**config.mk**
```make
export PLATFORM = sky130hd
export DESIGN_NAME = player_input_flat
export DESIGN_NICKNAME = d
export VERILOG_FILES = /design/src/rtl/player_input_pkg.sv /design/src/rtl/player_input_if.sv /design/src/rtl/player_input_btn_debounce.sv /design/src/rtl/player_input.sv /design/src/flat_wrapper.sv
export SDC_FILE = /design/constraint.sdc
export NUM_CORES = 1
export LEC_CHECK = 0
export ABC_CLOCK_PERIOD_IN_PS = 2200
export CAP_MARGIN = 20
export CORE_MARGIN = 1.5
export CORE_UTILIZATION = 40
export DETAILED_ROUTE_END_ITERATION = 6
export PLACE_DENSITY = 0.67
export SLEW_MARGIN = 5
export SYNTH_ARGS = -nofsm -noshare
export SYNTH_HDL_FRONTEND = slang
export SYNTH_SLANG_ARGS = --single-unit
```
**constraint.sdc**
```tcl
create_clock -name clk -period 2.2 [get_ports clk]
set_input_delay 0.22 -clock clk [delete_from_list [all_inputs] [get_ports clk]]
set_output_delay 0.22 -clock clk [all_outputs]
set_load 0.1 [all_outputs]
```
**src/rtl/player_input_pkg.sv**
```systemverilog
// Operation codes shared by the player input, display and game controller,
// plus the press-to-code helper used by the input FSM.
package player_input_pkg;

  localparam int OP_W = 4;

  localparam logic [OP_W-1:0] OP_UP    = 4'd0;
  localparam logic [OP_W-1:0] OP_DOWN  = 4'd1;
  localparam logic [OP_W-1:0] OP_LEFT  = 4'd2;
  localparam logic [OP_W-1:0] OP_RIGHT = 4'd3;
  localparam logic [OP_W-1:0] OP_NONE  = 4'd4;

  typedef enum logic {
    ST_IDLE = 1'b0,
    ST_HELD = 1'b1
  } state_e;

  // Anything other than exactly one pressed button maps to OP_NONE.
  function automatic logic [OP_W-1:0] btn_to_op(input logic [3:0] levels);
    logic [OP_W-1:0] code;
    case (levels)
      4'b0001: code = OP_UP;
      4'b0010: code = OP_DOWN;
      4'b0100: code = OP_LEFT;
      4'b1000: code = OP_RIGHT;
      default: code = OP_NONE;
    endcase
    return code;
  endfunction

endpackage

```
**src/rtl/player_input_if.sv**
```systemverilog
// Button-side controls and operation outputs of the player input block.
interface player_input_if;
  import player_input_pkg::*;

  logic            enable;
  logic            clear;
  logic [3:0]      btn;
  logic [OP_W-1:0] operation;
  logic            op_valid;
  logic            op_multi;
  logic            busy;

  modport master (
    output enable, clear, btn,
    input  operation, op_valid, op_multi, busy
  );

  modport slave (
    input  enable, clear, btn,
    output operation, op_valid, op_multi, busy
  );

endinterface

```
**src/rtl/player_input_btn_debounce.sv**
```systemverilog
// Two-flop synchroniser followed by a consecutive-cycle debounce counter
// for one raw button line.
module btn_debounce #(
  parameter int DEBOUNCE_CYCLES = 500000,
  parameter int CNT_W           = 20
) (
  input  logic clk,
  input  logic rst_n,
  input  logic raw,
  output logic db
);

  localparam logic [CNT_W-1:0] CNT_LAST = CNT_W'(DEBOUNCE_CYCLES - 1);

  logic             sync1_q, sync2_q;
  logic             db_q, db_d;
  logic [CNT_W-1:0] cnt_q, cnt_d;

  always_ff @(posedge clk or negedge rst_n) begin
    if (!rst_n) begin
      sync1_q <= 1'b0;
      sync2_q <= 1'b0;
      db_q    <= 1'b0;
      cnt_q   <= '0;
    end else begin
      sync1_q <= raw;
      sync2_q <= sync1_q;
      db_q    <= db_d;
      cnt_q   <= cnt_d;
    end
  end

  // Any return to the debounced level restarts the count from zero.
  always_comb begin
    db_d  = db_q;
    cnt_d = '0;
    if (sync2_q != db_q) begin
      if (cnt_q == CNT_LAST) begin
        db_d = sync2_q;
      end else begin
        cnt_d = cnt_q + CNT_W'(1);
      end
    end
  end

  assign db = db_q;

endmodule

```
**src/rtl/player_input.sv**
```systemverilog
// Turns four debounced direction buttons into one operation code per press.
//   state   | meaning
//   IDLE    | no button held; the next press edge is evaluated
//   HELD    | a press was seen; wait for every button to release
module player_input
  import player_input_pkg::*;
#(
  parameter int DEBOUNCE_CYCLES = 500000,
  parameter int CNT_W           = 20
) (
  input  logic           clk,
  input  logic           rst_n,
  player_input_if.slave  io
);

  logic [3:0]      db;
  logic [3:0]      db_prev_q;
  logic [3:0]      rise;
  logic [OP_W-1:0] press_code;

  state_e          state_q, state_d;
  logic [OP_W-1:0] op_q, op_d;
  logic            valid_q, valid_d;
  logic            multi_q, multi_d;

  for (genvar i = 0; i < 4; i++) begin : g_db
    btn_debounce #(
      .DEBOUNCE_CYCLES (DEBOUNCE_CYCLES),
      .CNT_W           (CNT_W)
    ) u_db (
      .clk   (clk),
      .rst_n (rst_n),
      .raw   (io.btn[i]),
      .db    (db[i])
    );
  end

  assign rise       = db & ~db_prev_q;
  assign press_code = btn_to_op(db);

  always_ff @(posedge clk or negedge rst_n) begin
    if (!rst_n) begin
      db_prev_q <= 4'b0000;
      state_q   <= ST_IDLE;
      op_q      <= OP_NONE;
      valid_q   <= 1'b0;
      multi_q   <= 1'b0;
    end else begin
      db_prev_q <= db;
      state_q   <= state_d;
      op_q      <= op_d;
      valid_q   <= valid_d;
      multi_q   <= multi_d;
    end
  end

  // clear is applied first so that an accept on the same edge overrides it.
  always_comb begin
    state_d = state_q;
    op_d    = op_q;
    valid_d = 1'b0;
    multi_d = 1'b0;
    if (io.clear) begin
      op_d = OP_NONE;
    end
    case (state_q)
      ST_IDLE: begin
        if (|rise) begin
          state_d = ST_HELD;
          if (io.enable) begin
            if (press_code != OP_NONE) begin
              op_d    = press_code;
              valid_d = 1'b1;
            end else begin
              multi_d = 1'b1;
            end
          end
        end
      end
      ST_HELD: begin
        if (db == 4'b0000) begin
          state_d = ST_IDLE;
        end
      end
      default: state_d = ST_IDLE;
    endcase
  end

  assign io.operation = op_q;
  assign io.op_valid  = valid_q;
  assign io.op_multi  = multi_q;
  assign io.busy      = (state_q == ST_HELD);

endmodule

```
**src/flat_wrapper.sv**
```systemverilog
// flat-port wrapper written by rule: the top's interface ports become plain ports
module player_input_flat import player_input_pkg::*;
#(
  parameter int DEBOUNCE_CYCLES = 500000,
  parameter int CNT_W           = 20
)
  (clk, rst_n, io_enable, io_clear, io_btn, io_operation, io_op_valid, io_op_multi, io_busy);
  player_input_if io_i ();
  input  logic clk;
  input  logic rst_n;
  input wire logic [$bits(io_i.enable)-1:0] io_enable;
  input wire logic [$bits(io_i.clear)-1:0] io_clear;
  input wire logic [$bits(io_i.btn)-1:0] io_btn;
  output wire logic [$bits(io_i.operation)-1:0] io_operation;
  output wire logic [$bits(io_i.op_valid)-1:0] io_op_valid;
  output wire logic [$bits(io_i.op_multi)-1:0] io_op_multi;
  output wire logic [$bits(io_i.busy)-1:0] io_busy;
  assign io_i.enable = io_enable;
  assign io_i.clear = io_clear;
  assign io_i.btn = io_btn;
  assign io_operation = io_i.operation;
  assign io_op_valid = io_i.op_valid;
  assign io_op_multi = io_i.op_multi;
  assign io_busy = io_i.busy;
  player_input #(.DEBOUNCE_CYCLES(DEBOUNCE_CYCLES), .CNT_W(CNT_W)) u_core (.clk(clk), .rst_n(rst_n), .io(io_i));
endmodule
```
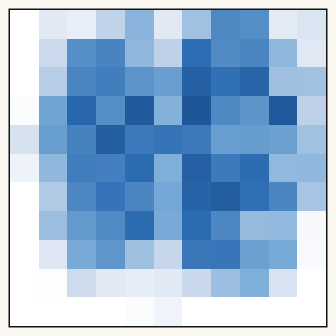
run_1/util_map.png
11 x 11 tiles, from white (low) to dark blue (high), 0 to 100% covered.
nearly empty tiles: 16%
mean over tiles: 42%
emptiest ninth of the die: bottom left
Layout Utilization: 46.40%
Pre-Place Util: 40.86%
core region area: 11960 µm²

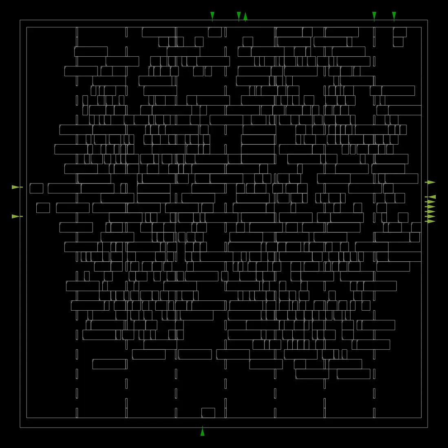
run_1/placed.png
FILL cells: 1119
Flops: 103
std cell rows: 40

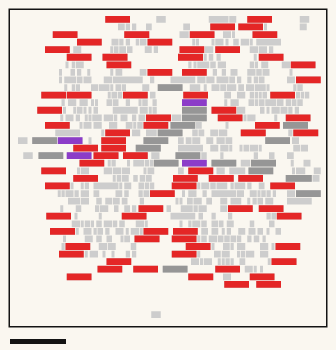
run_1/ff_map.png
Scale bar: 20 µm. Other sequential cells in the stronger gray, the rest of the logic in the fainter gray.
| color | signal | sequential cells |
|---|---|---|
| red | u_core.g_db.u_db.cnt_q | 80 |
| purple | u_core.g_db.u_db.sync2_q | 4 |
not colored: 19
flop share of the area: 46.46%
Reg area: 2579 µm²
Seq power: 1940 µW

[run 1: worst max-delay path: cells and delay by family (launching register included)]
kind / cells / cell delay, ns
simple gates: 3 / 1.21
flops: 1 / 0.39
fa+ha+maj: 1 / 0.21
compound gates: 1 / 0.16
[run 1: power breakdown]
| part | switching [µW] | total (µW) | internal (µW) |
|---|---|---|---|
| combinational | 81.1 | 128 | 46.4 |
| clock | 713 | 1600 | 891 |
| sequential | 26.2 | 1940 | 1920 |
| total | 820 | 3680 | 2860 |
[run 1: area by class of cell]
cell class | count | area share, %
Multi-Input combinational cell | 352 | 39.25
Clock buffer | 10 | 4.125
Clock inverter | 6 | 1.240
Inverter | 13 | 0.8792
Timing Repair Buffer | 31 | 4.734
Sequential cell | 103 | 46.46
Tap cell | 147 | 3.314
[run 1: kinds of logic after synthesis]
logic type	after synthesis	share of synthesized area, %
multiplexers	5	1.126
buffers and inverters	32	2.765
adder cells (fa/ha/maj)	4	1.024
AND/OR/NAND/NOR	237	25.81
AND-OR/OR-AND	48	6.119
XOR/XNOR	58	10.39
flip-flops	103	52.77
[run 1: sequential cells by signal (all words and copies together), names as in the netlist, 4 cells and up]
| name | count |
|---|---|
| u_core.g_db.u_db.db | 4 |
| u_core.g_db.u_db.cnt_q | 80 |
| u_core.g_db.u_db.sync2_q | 4 |
| u_core.db_prev_q | 4 |
| u_core.io.operation | 4 |
| u_core.g_db.u_db.sync1_q | 4 |
[run 1: timing repair]
item	4_1_cts	5_1_grt
gates resized	0	1
hold buffers	1	0
hold endpoints to repair	38	0
endpoints found under the setup margin	0	2
[run 1: Yosys cell counts, types with 2 or more instances]
cell type | count | area, µm²
or4_4 | 2 | 22.52
or4b_1 | 2 | 20.02
and4_1 | 3 | 26.28
a21oi_1 | 19 | 95.09
or2_2 | 3 | 18.77
o31ai_1 | 8 | 60.06
mux2_2 | 4 | 45.04
nor4_1 | 14 | 87.58
ha_1 | 4 | 50.05
nor4b_1 | 7 | 61.31
dfrtp_1 | 102 | 2552
nor2_1 | 74 | 277.8
xor2_1 | 25 | 219.0
nand2_1 | 25 | 93.84
inv_1 | 13 | 48.80
clkbuf_2 | 2 | 10.01
clkbuf_1 | 11 | 41.29
nand4_1 | 23 | 143.9
o21ai_0 | 13 | 65.06
and3_1 | 3 | 18.77
or4_1 | 15 | 112.6
xnor2_1 | 33 | 289.0
nor3_1 | 10 | 50.05
nand3_1 | 30 | 150.1
or3_1 | 14 | 87.58
nor2b_1 | 6 | 37.54
buf_2 | 4 | 20.02
[run 1: routing by layer]
metal,global-route usage (%),share of wire (%),up-vias
met1,19.70,47,1734
met2,24.46,48,47
met4,4.750,1.2,0
met5,0,0,-
li1,-,-,1768
met3,3.985,3.2,8
[run 1: per-stage QoR]
stage	hold WS, ns	std cells	util, %
2_1_floorplan	-0.07559	487	-
3_3_place_gp	0.2380	645	43.79
3_5_place_dp	0.2415	645	43.79
4_1_cts	0.2910	662	46.36
5_1_grt	0.2984	662	46.40
6_report	0.3085	662	46.40
==> CHANGELOG.md, run 1 <==
### Metrics

- Crit path required time: 2.47 ns
- Avg Cell Area, Syn: 10.04 µm²
- # clock sinks: 103
- Worst Setup EP: u_core.g_db[2].u_db.cnt_q[16]$_DFF_PN0_
- Dpl hpwl: 6109 µm
- Max FO, Critical Path: 6
- OpenROAD warnings: 26
- IO Port Bufs: 14
- Ys cells: 487
- FF-to-FF End: u_core.g_db[2].u_db.cnt_q[16]$_DFF_PN0_
- Gp weighted congestion: 0.8034
- Status: complete, no violations
- Top Layout Cells: dfrtp_1, nor2_1, xnor2_1
- Layout area overhead: 13.57%
- Post-Synthesis Cells: 487
- Top FF cell, synth: dfrtp_1
- Diode count: 0
- Clock Path Buffers: 2
- Post-route ant nets: 0
- Share of async-settable or async-resettable flops after synthesis: 100.0%
- CTS tree: yes
- Crit path DAT: 2.32 ns
- Post-CTS setup buffer count: 0
- Worst Skew: 0.007286 ns
- Max Cap Violations: 0
- LEAKAGE: 0.002256 µW
- Setup TNS: 0 ns
- First-pass GRT wire length: 15790 µm
- Final Max Slew Viols: 0
- IR drop worst, VDD: 413.6 µV
- Critical path type: register to register
- Later-pin clock latency in the skew report: 0.35 ns
- Routed wire length: 8928 µm
- Commonest Layout Cell: dfrtp_1
- CP Capture Type: register
- Pre-CTS WS: 0.1193 ns
- Via density: 5.373
- DIE AREA: 12890 µm²
- Tot Pwr: 3675 µW
- GRT Residual Overflow: 0
- Mapped Nets: 499
- Initial antenna violation count: 0
- Cell Chain, Critical Path: ha_1 -> nand4_1 -> or3_4 -> or4_1 -> a21oi_1
- RSZ-0062 raised after global routing: false
- Area after DPL: 5238 µm²
- Average detailed-routed wire length per instance: 13.49 µm
- Synth warn: 0
- Boundary pin count: 15
- EDFF count, synth: 0
- Logic area: 2178 µm²
- Worst-path clk slew: 0.07 ns
- NumNets Final: 522
- GRT Util Overall: 15.03%
- Chip height: 113.5 µm
- Final WS setup: 0.1518 ns
- Cell Type Count: 45
- Fmax: 488.2 MHz
- Worst hold-check path type: primary input to register
- Crit path largest cell delay: 0.49 ns
- PD cells: 662.1 nW/µm²
- 1st-iter DRT viols: 194
- H-tree levels: 3
- Reg-to-Reg Start: u_core.g_db[2].u_db.cnt_q[0]$_DFF_PN0_
- Setup-failing EPs final: 0
- Yosys synthesis chip area: 4887 µm²
- DRT Pass-1 Iters: 4
- Slowest CP cell: or3_4
- Worst Hold Depth: 1
- Hold path start: io_btn[2]
- Total CTS buffers: 9
- Largest net degree at the start of global routing: 58
- Slew @ Worst Pin: 0.5381 ns
- Residual DRC: 0
- Via count: 3557
- Seq share, synth: 52.76%
- Post-synth regs: 103
- Mapped cell area: 4887 µm²
- Critical path startpoint: u_core.g_db[2].u_db.cnt_q[0]$_DFF_PN0_
- Final instance area: 5550 µm²
- R2R setup slack: 0.15 ns
- Final Hold Vio Count: 0
- Hold path endpoint: u_core.g_db[2].u_db.sync1_q$_DFF_PN0_
- Reg2reg path depth: 5
- Fin crit share: 93.10%
- Startpoint Class: register
- Chip width: 113.5 µm
- Vias in the first global route: 3417
- Slew Limit Headroom: 64.13%
- Root buf cell: clkbuf_16
- Layout cells sized above 1: 10.49%
- Post-layout min period: 2.048 ns
run_1/m3.png
Scale bar: 20 µm.
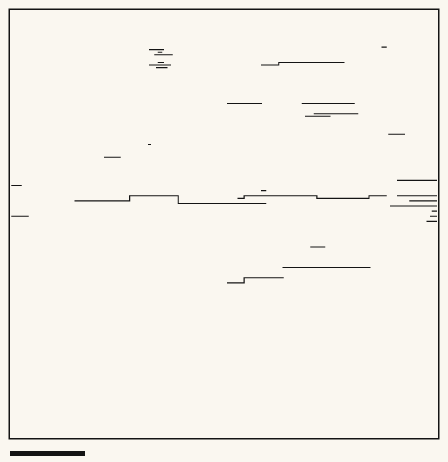

==> inputs of run 2 (changes only) <==
--- a/config.mk
+++ b/config.mk
@@ -6,10 +6,10 @@
 export NUM_CORES = 1
 export LEC_CHECK = 0
 export ABC_CLOCK_PERIOD_IN_PS = 2200
-export CAP_MARGIN = 20
 export CORE_MARGIN = 1.5
 export CORE_UTILIZATION = 40
 export DETAILED_ROUTE_END_ITERATION = 6
+export MAX_ROUTING_LAYER = met4
 export PLACE_DENSITY = 0.67
 export SLEW_MARGIN = 5
 export SYNTH_ARGS = -nofsm -noshare
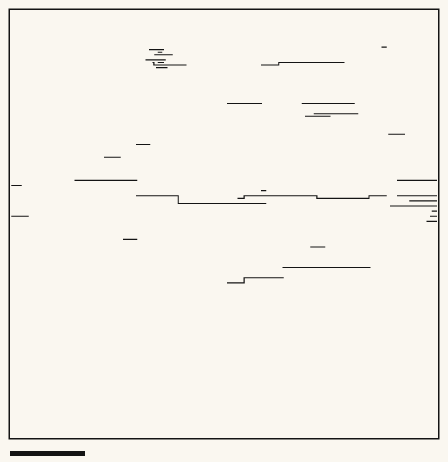
run_2/m3.png
Scale bar: 20 µm.
wire length on this layer: 297 µm
longest straight run: 23.2 µm
routed wire length: 8923 µm
via count: 3559
GR Layer Usage met3: 3.985%

==> run 2 against run 1 <==
  * Clock power hardly changed
  * Clock-buffer cell count did not move
  * Final area did not move
  * Setup slack hardly changed
  * Critical endpoint unchanged
  * Largest power group unchanged
  * Die size did not move
  * Combinational power is essentially flat
  * Register-to-register slack is essentially flat
  * Synthesized cell count unchanged
  * Critical path type unchanged
  * Sequential cell count is the same
==> CHANGELOG.md, run 2 <==
### Metrics

- Status: complete, no violations (unchanged)
- Mapped cell area: 4887 µm² (unchanged)
- Combinational Power Share: 3.5% (about the same)
- Core region area: 11960 µm² (unchanged)
- Reg-to-Reg Start: u_core.g_db[2].u_db.cnt_q[0]$_DFF_PN0_ (unchanged)
- Ys cells: 487 (unchanged)
- Largest area contributor in the netlist: dfrtp_1 (unchanged)
- Yosys synthesis chip area: 4887 µm² (unchanged)
- Std cell rows: 40 (unchanged)
- Sequential share of power: 52.9% (about the same)
- GRT Residual Overflow: 0 (unchanged)
- Max FFs per register: 80 (unchanged)
- IO Port Bufs: 14 (unchanged)
- Vias in the first global route: 3418 (was 3417)
- FF-to-FF End: u_core.g_db[2].u_db.cnt_q[16]$_DFF_PN0_ (unchanged)
- DIE AREA: 12890 µm² (unchanged)
- Via density: 5.376 (was 5.373)
- Sw Share: 22.35% (was 22.31%)
- Simple-Gate Area Share: 25.81% (unchanged)
- Max Cap Violations: 0 (unchanged)
- Placed cells: 645 (unchanged)
- FILL cells: 1119 (unchanged)
- Top reg by flops: u_core.g_db.u_db.cnt_q (unchanged)
- Internal power consumption: 2855 µW (about the same)
- Worst-path clk slew: 0.07 ns (about the same)
- EDFF count, synth: 0 (unchanged)
- Cell Type Count: 45 (unchanged)
- Multiplexer share: 1.126% (unchanged)
- Worst Skew: 0.007285 ns (was 0.007286 ns)
- Clock Path Buffers: 2 (unchanged)
- Synth top area share: 52.23% (unchanged)
- Post-route ant nets: 0 (unchanged)
- Avg Cell Area, Syn: 10.04 µm² (unchanged)
- Most frequent cells after synthesis: dfrtp_1, nor2_1, xnor2_1 (unchanged)
- NetSw: 821.6 µW (was 820.0 µW)
- Clock power share: 43.7% (was 43.6%)
- Top FF cell, synth: dfrtp_1 (unchanged)
- R2R setup slack: 0.15 ns (about the same)
- Final Max Slew Viols: 0 (unchanged)
- Boundary pin count: 15 (unchanged)
- Max FO, Critical Path: 6 (unchanged)
- 1st-iter DRT viols: 193 (was 194)
- Fin crit share: 93.08% (was 93.10%)
- Post-Synth AOI/OAI Area: 6.119% (unchanged)
- Final WS setup: 0.1522 ns (was 0.1518 ns)
- Logic family by area: simple AND/OR/NAND/NOR gates (unchanged)
- Reg2reg path depth: 5 (unchanged)
- Logic area: 2178 µm² (unchanged)
- Average detailed-routed wire length per instance: 13.48 µm (was 13.49 µm)
- NumNets Final: 522 (unchanged)
- First-pass GRT wire length: 15790 µm (unchanged)
- Fmax: 488.3 MHz (was 488.2 MHz)
- OpenROAD warnings: 26 (unchanged)
- Pre-Place Util: 40.86% (unchanged)
- Mapped Nets: 499 (unchanged)
- Residual DRC: 0 (unchanged)
- Post-Synthesis Cells: 487 (unchanged)
- Slew @ Worst Pin: 0.5381 ns (unchanged)
- Slew Limit Headroom: 64.13% (unchanged)
- Setup TNS: 0 ns (unchanged)
- Final Hold Vio Count: 0 (unchanged)
- Final non-filler cell total: 662 (unchanged)
- Seq share, synth: 52.76% (unchanged)
- Largest net degree at the start of global routing: 58 (unchanged)
- Critical path startpoint: u_core.g_db[2].u_db.cnt_q[0]$_DFF_PN0_ (unchanged)
- Worst hold-check path type: primary input to register (unchanged)
- Layout cells sized above 1: 10.49% (unchanged)
- Gp weighted congestion: 0.8150 (was 0.8034)
- DRT Pass-1 Iters: 4 (unchanged)
- RSZ-0062 raised after global routing: false (unchanged)
- Pre-CTS WS: 0.1193 ns (unchanged)
- Setup-failing EPs final: 0 (unchanged)
- CP Capture Type: register (unchanged)
- Worst Setup EP: u_core.g_db[2].u_db.cnt_q[16]$_DFF_PN0_ (unchanged)
- Commonest Layout Cell: dfrtp_1 (unchanged)
- Diode count: 0 (unchanged)
- Later-pin clock latency in the skew report: 0.35 ns (about the same)
- Critical path type: register to register (unchanged)
- Initial antenna violation count: 0 (unchanged)
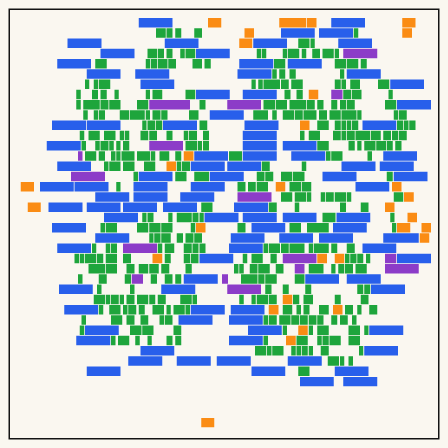
run_2/class_map.png
| color | class | cells | share of their area |
|---|---|---|---|
| green | remaining logic cells | 365 | 42% |
| orange | remaining buffers and delay cells | 31 | 4.9% |
| purple | clock drivers and dummy loads | 16 | 5.5% |
| blue | registers | 103 | 48% |
final instance area: 5550 µm²

==> run 2: cell counts after synthesis <==
Identical to the previous run, type by type.
==> run 2: layout make-up <==
cell class | instances | share of cell area, %
clock buffers | 10 | 4.125
clock inverters | 6 | 1.240
inverters | 13 | 0.8792
multi-input cells | 352 | 39.25
flip-flops and latches | 103 | 46.46
well taps | 147 | 3.314
repair buffers | 31 | 4.734
==> run 2: per-layer routing <==
| layer | track usage, % | share of wire [%] | vias to the layer above |
|---|---|---|---|
| met5 | - | 0 | - |
| met4 | 4.750 | 1.4 | 0 |
| li1 | - | - | 1767 |
| met2 | 24.46 | 48 | 49 |
| met3 | 3.985 | 3.3 | 10 |
| met1 | 19.70 | 47 | 1733 |
==> run 2: power groups by stage <==
stage | combinational, µW | clock [µW] | sequential [µW]
after detailed placement | 131 | 0 | 1980
after global placement | 129 | 0 | 1980
after floorplan | 63.9 | 0 | 1970
after CTS | 133 | 1670 | 1940
final | 128 | 1600 | 1940
after global routing | 150 | 1730 | 1950
==> run 2: how the worst min path moves through the flow <==
| stage | slack, ns | from | depth (start not counted) | endpoint |
|---|---|---|---|---|
| detailed placement | 0.24 | rst_n | 1 | u_core.g_db[3].u_db.cnt_q[13]$_DFF_PN0_ |
| floorplan | -0.08 | rst_n | 0 | u_core.db_prev_q[0]$_DFF_PN0_ |
| finish | 0.31 | io_btn[2] | 1 | u_core.g_db[2].u_db.sync1_q$_DFF_PN0_ |
| global placement | 0.24 | rst_n | 1 | u_core.g_db[3].u_db.cnt_q[13]$_DFF_PN0_ |
| CTS | 0.29 | io_btn[2] | 1 | u_core.g_db[2].u_db.sync1_q$_DFF_PN0_ |
| global route | 0.30 | io_btn[1] | 1 | u_core.g_db[1].u_db.sync1_q$_DFF_PN0_ |
==> run 2: metrics by stage <==
step	power, µW	util (%)	cell area [µm²]	hold WS, ns
floorplan	2034	-	4887	-0.07559
global placement	2107	43.79	5238	0.2380
detailed placement	2112	43.79	5238	0.2415
CTS	3746	46.36	5545	0.2910
global route	3832	46.40	5550	0.2984
finish	3677	46.40	5550	0.3073
==> run 2: critical path, cell delays in order, from the launching register on <==
cell	delay (ns)
dfrtp_1	0.39
ha_1	0.21
nand4_1	0.23
or3_4	0.49
or4_1	0.49
a21oi_1	0.16
==> run 2: repair_timing <==
action	CTS	global route
endpoints found under the hold margin	38	0
setup endpoints to repair	0	2
gates resized	0	1
hold buffers	1	0
setup buffers	0	0
==> run 2: cell families after synthesis <==
logic type                 count (synthesis)
AOI/OAI and AO/OA                         48
xor gates and xnor gates                  58
adders and majority gates                  4
buffers and inverters                     32
DFF                                      103
muxes                                      5
and+or+nand+nor                          237
run_2/util_map.png
11 x 11 tiles, from white (low) to dark blue (high), 0 to 100% covered.
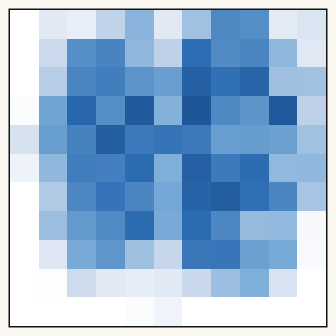

==> inputs of run 3 (changes only) <==
--- a/config.mk
+++ b/config.mk
@@ -9,8 +9,9 @@
 export CORE_MARGIN = 1.5
 export CORE_UTILIZATION = 40
 export DETAILED_ROUTE_END_ITERATION = 6
+export GPL_ROUTABILITY_DRIVEN = 0
 export MAX_ROUTING_LAYER = met4
-export PLACE_DENSITY = 0.67
+export PLACE_DENSITY_LB_ADDON = 0.12
 export SLEW_MARGIN = 5
 export SYNTH_ARGS = -nofsm -noshare
 export SYNTH_HDL_FRONTEND = slang
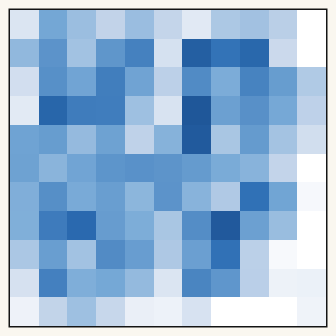
run_3/util_map.png
11 x 11 tiles, from white (low) to dark blue (high), 0 to 100% covered.
Layout Utilization: 46.64%

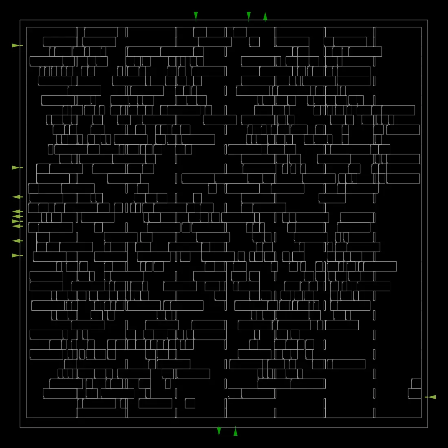
run_3/placed.png
tap cells: 147
flop share of the area: 46.22%
FILL cells: 1143
final non-filler cell total: 665

==> run 3 against run 2 <==
  * Critical path type unchanged
  * Combinational power is essentially flat
  * Final area grew 0.52%
  * Final cell count grew 0.45%
  * Synthesized cell count is the same
  * Via count shrank 0.56%
  * Critical path depth is the same
  * Clock skew is essentially flat
==> CHANGELOG.md, run 3 <==
### Metrics

- NumNets Final: 525 (was 522)
- Crit path DAT: 2.33 ns (was 2.32 ns)
- Diode count: 0 (unchanged)
- OpenROAD warnings: 26 (unchanged)
- Post-route ant nets: 0 (unchanged)
- Seq share, synth: 52.76% (unchanged)
- Layout area overhead: 14.16% (was 13.57%)
- GRT Util Overall: 16.69% (was 15.48%)
- Total CTS buffers: 9 (unchanged)
- Cell Type Count: 45 (unchanged)
- Reg2reg path depth: 5 (unchanged)
- Fa+ha+maj area frac: 1.024% (unchanged)
- Final Hold Vio Count: 0 (unchanged)
- Final Max Slew Viols: 0 (unchanged)
- Worst path buffer plus inverter count: 0 (unchanged)
- First-pass GRT wire length: 16680 µm (was 15790 µm)
- Max Cap Violations: 0 (unchanged)
- Cell Chain, Critical Path: ha_1 -> nand4_2 -> or4_4 -> or4_1 -> a21oi_1 (was ha_1 -> nand4_1 -> or3_4 -> or4_1 -> a21oi_1)
- Mapped Nets: 499 (unchanged)
- Via count: 3539 (was 3559)
- Crit path required time: 2.48 ns (was 2.47 ns)
- Post-CTS setup buffer count: 0 (unchanged)
- GR Util met2: 26.06% (was 24.46%)
- Std cell rows: 40 (unchanged)
- Crit path largest cell delay: 0.59 ns (was 0.49 ns)
- Largest net degree at the start of global routing: 49 (was 58)
- Met1 usage: 21.30% (was 19.70%)
- Post-layout min period: 2.045 ns (was 2.048 ns)
- Post-Synthesis Cells: 487 (unchanged)
- Slew Limit Headroom: 52.61% (was 64.13%)
- GRT Max-Usage Layer: met2 (unchanged)
- Dpl hpwl: 6324 µm (was 6109 µm)
- PD cells: 667.9 nW/µm² (was 662.4 nW/µm²)
- Average detailed-routed wire length per instance: 14.03 µm (was 13.48 µm)
- Critical path type: register to register (unchanged)
- # clock sinks: 103 (unchanged)
- Top Layout Cells: dfrtp_1, nor2_1, xnor2_1 (unchanged)
- Max FFs per register: 80 (unchanged)
- Most frequent cells after synthesis: dfrtp_1, nor2_1, xnor2_1 (unchanged)
- Later-pin clock latency in the skew report: 0.35 ns (about the same)
- Pre-Place Util: 40.86% (unchanged)
- Worst Hold Depth: 1 (unchanged)
- Avg Cell Area, Syn: 10.04 µm² (unchanged)
- Yosys synthesis chip area: 4887 µm² (unchanged)
- Boundary pin count: 15 (unchanged)
- Ys cells: 487 (unchanged)
- LEAKAGE: 0.002276 µW (was 0.002256 µW)
- # hold bufs at CTS: 1 (unchanged)
- Multiplexer share: 1.126% (unchanged)
- XOR Share, Synth: 10.39% (unchanged)
- CTS tree: yes (unchanged)
- DIE AREA: 12890 µm² (unchanged)
- Vias in the first global route: 3530 (was 3418)
- Logic family by area: simple AND/OR/NAND/NOR gates (unchanged)
- Synth warn: 0 (unchanged)
- Synth top area share: 52.23% (unchanged)
- Share of async-settable or async-resettable flops after synthesis: 100.0% (unchanged)
- Setup-failing EPs final: 0 (unchanged)
- CTS resizes: 0 (unchanged)
- Fmax: 488.9 MHz (was 488.3 MHz)
- Worst hold-check path type: primary input to register (unchanged)
- Chip width: 113.5 µm (unchanged)
- Core region area: 11960 µm² (unchanged)
- Final WS setup: 0.1545 ns (was 0.1522 ns)
- 1st-iter DRT viols: 125 (was 193)
- Post-synth regs: 103 (unchanged)
- Via density: 5.322 (was 5.376)
- Mapped cell area: 4887 µm² (unchanged)
- Commonest Layout Cell: dfrtp_1 (unchanged)
- Simple-Gate Area Share: 25.81% (unchanged)
- Fin crit share: 92.98% (was 93.08%)
- Status: complete, no violations (unchanged)
- Clock Path Buffers: 2 (unchanged)
- GR Layer Usage met3: 4.623% (was 3.985%)
- CP Capture Type: register (unchanged)
- EDFF count, synth: 0 (unchanged)
- Slowest CP cell: or4_4 (was or3_4)
- Startpoint Class: register (unchanged)
- Root buf cell: clkbuf_16 (unchanged)
- H-tree levels: 3 (unchanged)
- DRT Pass-1 Iters: 4 (unchanged)
- Routed wire length: 9328 µm (was 8923 µm)
- Residual DRC: 0 (unchanged)
- Slew @ Worst Pin: 0.7016 ns (was 0.5381 ns)
- Worst Skew: 0.007550 ns (was 0.007285 ns)
- Worst-path clk slew: 0.07 ns (about the same)
- IO Port Bufs: 14 (unchanged)
- RSZ-0062 raised after global routing: false (unchanged)
- Pre-CTS WS: 0.1623 ns (was 0.1193 ns)
- Top-count cell post-synth: dfrtp_1 (unchanged)
- IR drop worst, VDD: 518.9 µV (was 413.7 µV)
- Top cells, area: dfrtp_1, xnor2_1, nor2_1 (unchanged)
- Largest area contributor in the netlist: dfrtp_1 (unchanged)
- Levels on crit path: 5 (unchanged)
- Setup TNS: 0 ns (unchanged)
- Max FO, Critical Path: 5 (was 6)
- Post-Synth AOI/OAI Area: 6.119% (unchanged)
- Chip height: 113.5 µm (unchanged)
- Initial antenna violation count: 0 (unchanged)
- Layout cells sized above 1: 11.00% (was 10.49%)
- Top FF cell, synth: dfrtp_1 (unchanged)
- GRT Residual Overflow: 0 (unchanged)
- Worst path top cell family by delay: simple AND/OR/NAND/NOR gates (unchanged)
- Top reg by flops: u_core.g_db.u_db.cnt_q (unchanged)
- Hold_ws: 0.3003 ns (was 0.3073 ns)
==> run 3: cell counts after synthesis <==
No cell type changed its count.
==> run 3: kinds of logic after synthesis <==
kind of cell,Yosys count
xor gates and xnor gates,58
muxes,5
AOI/OAI and AO/OA,48
and+or+nand+nor,237
adders and majority gates,4
DFF,103
buffers and inverters,32
==> run 3: per-stage QoR <==
step | total power [µW] | cell area [µm²] | std cells
after detailed placement | 2113 | 5260 | 648
after CTS | 3804 | 5579 | 665
after global routing | 3888 | 5579 | 665
final | 3726 | 5579 | 665
after floorplan | 2034 | 4887 | 487
after global placement | 2111 | 5260 | 648
==> run 3: routing by layer <==
metal / vias up / part of all wire, %
met5: - / 0
met3: 10 / 2.7
met4: 0 / 1.4
met1: 1720 / 50
met2: 31 / 46
li1: 1778 / -
==> run 3: final timing paths <==
check,from,endpoint,slack [ns]
min in group asynchronous,rst_n,u_core.g_db[0].u_db.cnt_q[0]$_DFF_PN0_,0.44
min reg2reg,u_core.g_db[2].u_db.sync1_q$_DFF_PN0_,u_core.g_db[2].u_db.sync2_q$_DFF_PN0_,0.36
max reg2reg,u_core.g_db[3].u_db.cnt_q[0]$_DFF_PN0_,u_core.g_db[3].u_db.cnt_q[18]$_DFF_PN0_,0.15
max,u_core.g_db[3].u_db.cnt_q[0]$_DFF_PN0_,u_core.g_db[3].u_db.cnt_q[18]$_DFF_PN0_,0.15
max in group asynchronous,rst_n,u_core.io.operation[2]$_DFF_PN1_,1.06
min,io_btn[3],u_core.g_db[3].u_db.sync1_q$_DFF_PN0_,0.30
==> run 3: cell type report <==
type	instances	area [µm²]	area share, %
multi-input cells	352	2173	38.95
clock inverters	5	56.30	1.009
repair buffers	34	285.3	5.113
flip-flops and latches	103	2579	46.22
inverters	13	48.80	0.8746
well taps	147	183.9	3.297
clock buffers	11	252.7	4.530
==> run 3: power by group <==
group / total (µW) / internal (µW) / switching (µW)
logic: 130 / 46.8 / 83.2
registers: 1940 / 1920 / 25.8
clock network: 1650 / 942 / 710
total: 3730 / 2910 / 819
Power figures rest on the tool's default switching activity, not on a simulated workload.
